### Zoomed window

Region (57, 30) to (82, 55) microns. Cells in gray, sequential cells in the stronger gray; small squares are vias.
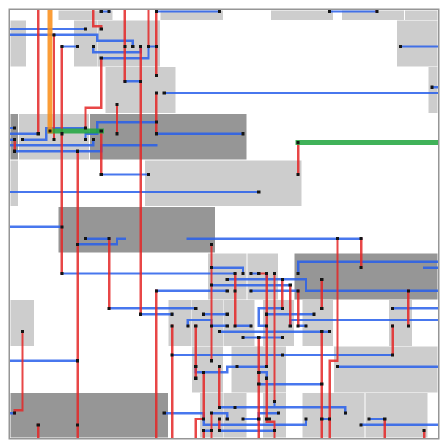
### Placement by cell class

(4 px per micron) Fill, decap, tap and diode cells in gray.
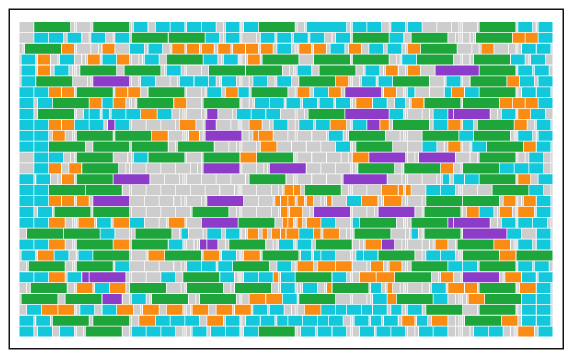
### Placement density heat map

(3 px per micron) The die is cut into 14 by 8 equal tiles; black is low, pale yellow is high, 0 to 100% covered.
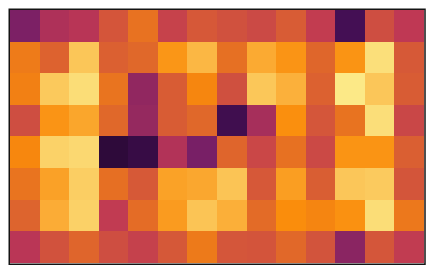
### Clock distribution

(6 px per micron)
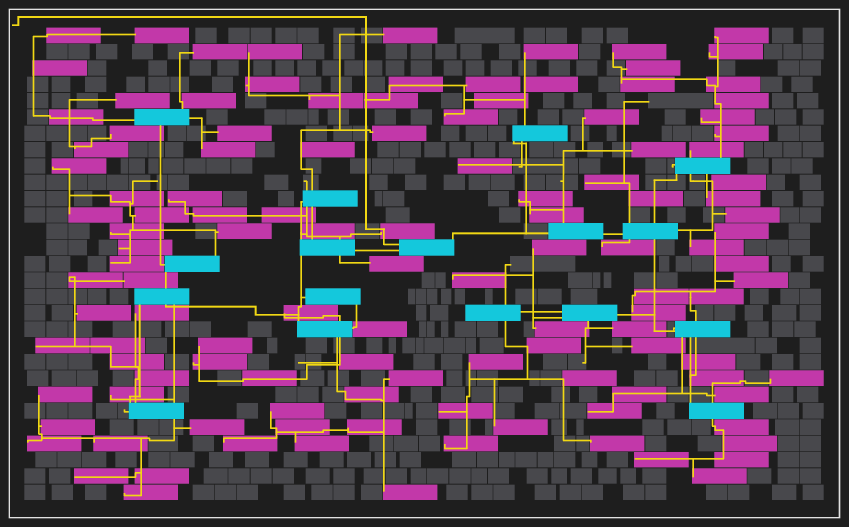
--- src/rtl/islec_toplayici.sv ---
// Single-entry operand collector: holds one decoded uop, gathers both source operands
// from the register file, then dispatches to execute and assigns a tag to rd.
module islec_toplayici #(
   parameter int VERI_BIT    = 32,
   parameter int YAZMAC_BIT  = 5,
   parameter int UOP_TAG_BIT = 4,
   parameter int UOP_BIT     = 32
) (
   input  logic                   clk_i,
   input  logic                   rst_i,
   input  logic                   temizle_i,
   input  logic                   giris_gecerli_i,
   output logic                   giris_hazir_o,
   input  logic [YAZMAC_BIT-1:0]  giris_rs1_i,
   input  logic [YAZMAC_BIT-1:0]  giris_rs2_i,
   input  logic [YAZMAC_BIT-1:0]  giris_rd_i,
   input  logic                   giris_rd_gecerli_i,
   input  logic [UOP_BIT-1:0]     giris_uop_i,
   output logic [YAZMAC_BIT-1:0]  oku_adres1_o,
   output logic [YAZMAC_BIT-1:0]  oku_adres2_o,
   input  logic [VERI_BIT-1:0]    oku_veri1_i,
   input  logic                   oku_veri1_gecerli_i,
   input  logic [VERI_BIT-1:0]    oku_veri2_i,
   input  logic                   oku_veri2_gecerli_i,
   output logic [UOP_TAG_BIT-1:0] etiket_o,
   output logic [YAZMAC_BIT-1:0]  etiket_adres_o,
   output logic                   etiket_gecerli_o,
   output logic                   cikis_gecerli_o,
   input  logic                   cikis_hazir_i,
   output logic [UOP_BIT-1:0]     cikis_uop_o,
   output logic [VERI_BIT-1:0]    cikis_islec1_o,
   output logic [VERI_BIT-1:0]    cikis_islec2_o,
   output logic [YAZMAC_BIT-1:0]  cikis_rd_o,
   output logic                   cikis_rd_gecerli_o,
   output logic [UOP_TAG_BIT-1:0] cikis_etiket_o
);

   typedef enum logic [1:0] {BOS, BEKLE, HAZIR} durum_t;

   durum_t durum_q, durum_d;

   logic [YAZMAC_BIT-1:0]  rs1_p0, rs2_p0, rd_p0;
   logic                   rd_gecerli_p0;
   logic [UOP_BIT-1:0]     uop_p0;
   logic [VERI_BIT-1:0]    islec1_p1, islec2_p1;
   logic                   vld1_p1, vld2_p1;
   logic [UOP_TAG_BIT-1:0] sayac_q;

   logic kabul, tokalasma, al1, al2;

   // x0 reads as zero regardless of what the register file drives
   function automatic logic [VERI_BIT-1:0] islec_sec(input logic [YAZMAC_BIT-1:0] adres,
                                                     input logic [VERI_BIT-1:0]   veri);
      return (adres == '0) ? '0 : veri;
   endfunction

   always_comb begin
      kabul     = (durum_q == BOS) && giris_gecerli_i && !temizle_i;
      tokalasma = (durum_q == HAZIR) && cikis_hazir_i;
      al1       = (durum_q == BEKLE) && !vld1_p1 && (oku_veri1_gecerli_i || rs1_p0 == '0);
      al2       = (durum_q == BEKLE) && !vld2_p1 && (oku_veri2_gecerli_i || rs2_p0 == '0);
   end

   always_ff @(posedge clk_i or posedge rst_i) begin
      if (rst_i) durum_q <= BOS;
      else       durum_q <= durum_d;
   end

   always_comb begin
      durum_d = durum_q;
      case (durum_q)
         BOS:     if (giris_gecerli_i) durum_d = BEKLE;
         BEKLE:   if ((vld1_p1 || al1) && (vld2_p1 || al2)) durum_d = HAZIR;
         HAZIR:   if (cikis_hazir_i) durum_d = BOS;
         default: durum_d = BOS;
      endcase
      if (temizle_i) durum_d = BOS;
   end

   // Stage p0: uop fields latched on accept
   always_ff @(posedge clk_i or posedge rst_i) begin
      if (rst_i) begin
         rs1_p0        <= '0;
         rs2_p0        <= '0;
         rd_p0         <= '0;
         rd_gecerli_p0 <= 1'b0;
         uop_p0        <= '0;
      end else if (kabul) begin
         rs1_p0        <= giris_rs1_i;
         rs2_p0        <= giris_rs2_i;
         rd_p0         <= giris_rd_i;
         rd_gecerli_p0 <= giris_rd_gecerli_i;
         uop_p0        <= giris_uop_i;
      end
   end

   // Stage p1: operands captured once each, in any order
   always_ff @(posedge clk_i or posedge rst_i) begin
      if (rst_i) begin
         islec1_p1 <= '0;
         islec2_p1 <= '0;
         vld1_p1   <= 1'b0;
         vld2_p1   <= 1'b0;
      end else if (temizle_i || kabul) begin
         vld1_p1 <= 1'b0;
         vld2_p1 <= 1'b0;
      end else begin
         if (al1) begin
            islec1_p1 <= islec_sec(rs1_p0, oku_veri1_i);
            vld1_p1   <= 1'b1;
         end
         if (al2) begin
            islec2_p1 <= islec_sec(rs2_p0, oku_veri2_i);
            vld2_p1   <= 1'b1;
         end
      end
   end

   // Tag is allocated at dispatch so rd==rs never waits on its own pending tag
   always_ff @(posedge clk_i or posedge rst_i) begin
      if (rst_i)                 sayac_q <= '0;
      else if (etiket_gecerli_o) sayac_q <= sayac_q + 1'b1;
   end

   assign etiket_gecerli_o   = tokalasma && rd_gecerli_p0 && (rd_p0 != '0) && !temizle_i;
   assign etiket_o           = sayac_q;
   assign etiket_adres_o     = rd_p0;
   assign giris_hazir_o      = (durum_q == BOS);
   assign cikis_gecerli_o    = (durum_q == HAZIR);
   assign oku_adres1_o       = rs1_p0;
   assign oku_adres2_o       = rs2_p0;
   assign cikis_uop_o        = uop_p0;
   assign cikis_islec1_o     = islec1_p1;
   assign cikis_islec2_o     = islec2_p1;
   assign cikis_rd_o         = rd_p0;
   assign cikis_rd_gecerli_o = rd_gecerli_p0;
   assign cikis_etiket_o     = sayac_q;

endmodule

--- config.mk ---
export PLATFORM = sky130hd
export DESIGN_NAME = islec_toplayici
export DESIGN_NICKNAME = d
export VERILOG_FILES = /design/src/rtl/islec_toplayici.sv
export SDC_FILE = /design/constraint.sdc
export NUM_CORES = 1
export LEC_CHECK = 0
export CORE_ASPECT_RATIO = 0.6
export CORE_MARGIN = 2
export CORE_UTILIZATION = 42
export DETAILED_ROUTE_END_ITERATION = 8
export GPL_TIMING_DRIVEN = 0
export PLACE_DENSITY = 0.86
export SLEW_MARGIN = 20
export SYNTH_ARGS = -nofsm -noshare
export SYNTH_HDL_FRONTEND = slang
export SYNTH_SLANG_ARGS = --single-unit
--- constraint.sdc ---
create_clock -name clk_i -period 10.8 [get_ports clk_i]
set_input_delay 2.7 -clock clk_i [delete_from_list [all_inputs] [get_ports clk_i]]
set_output_delay 2.7 -clock clk_i [all_outputs]
set_load 0.01 [all_outputs]
==> impl_metrics.ini <==
; implementation run metrics
[setup_path]
path_common_cell = clkdlybuf4s50_1
crit_chain = clkdlybuf4s50_1, or3b_1, a211oi_2, clkdlybuf4s50_1
worstSetupStartpoint = temizle_i
cp-start-kind = primary input
cp_num_cells = 4

[route]
ant_nets = 0
dr.max_layer_used = met4
first_iter_violations = 113
routed_wl_microns = 12900
drc = 0
met3WireLength_microns = 1080

[finish]
area_growth_syn_to_layout_pct = 72.6
seq_share_pct = 38.4
diodes = 0
comb_cells = 148
largest_cell_class = registers
lay_top_count = clkdlybuf4s50_1
num-fill-cells = 683

[grt]
grt_util_all_layers_pct = 23.3
met1_usage_pct = 29.0
antenna_found_initial = 0
use_met2_pct = 37.4
grt.busiest_layer = met2

[timing]
worst_pin_slew_ns = 0.417
setup_slack_ns = 3.44

[yosys]
flop_cell = dfrtp_1
netlist_logic_family_top = AND-OR/OR-AND gates
ys_types = 26
syn_area_per_cell_sq_um = 15.2
synth_area_sq_um = 4530

[place]
dpl-instance-area_sq_um = 7200
dp_slack_ns = 3.42

[pwr]
pwr-share-comb_pct = 32.7
p_comb_uw = 619

[clocking]
cts_tree = yes
hold_buffers = 0

[status]
outcome = completed

[hold_path]
whs_path_depth = 1

[floorplanning]
fp-utilization_pct = 43.1

[job]
tool_warnings = 26
About 'Zoomed window':
legend:
  blue:
    layer: metal 1
  orange:
    layer: metal 4
  red:
    layer: metal 2
  green:
    layer: metal 3
cells with their middle in the window: 26
sequential cells in the window: 4
most frequent: a21oi_1 (4), dfrtp_1 (4), nor2_1 (3)

About 'Placement by cell class':
legend:
  cyan:
    class: remaining buffers and delay cells
    cells: 273
    share_of_their_area: 35%
  orange:
    class: combinational and other logic
    cells: 152
    share_of_their_area: 18%
  purple:
    class: clock drivers and dummy loads
    cells: 32
    share_of_their_area: 8.1%
  green:
    class: sequential cells
    cells: 120
    share_of_their_area: 39%
Layout Utilization: 74.4%
final non-filler cell area: 7820 sq um

About 'Placement density heat map':
mean over tiles: 66%
emptiest ninth of the die: middle
fullest tile: 95%

About 'Clock distribution':
legend:
  cyan:
    item: clock drivers
    count: 17
  magenta:
    item: flip-flops
    count: 120
  yellow:
    item: clock wires
    length: 1540 microns
flops lie: widely spread
routed clock nets: 18

Power is estimated from default activity; no workload was simulated.
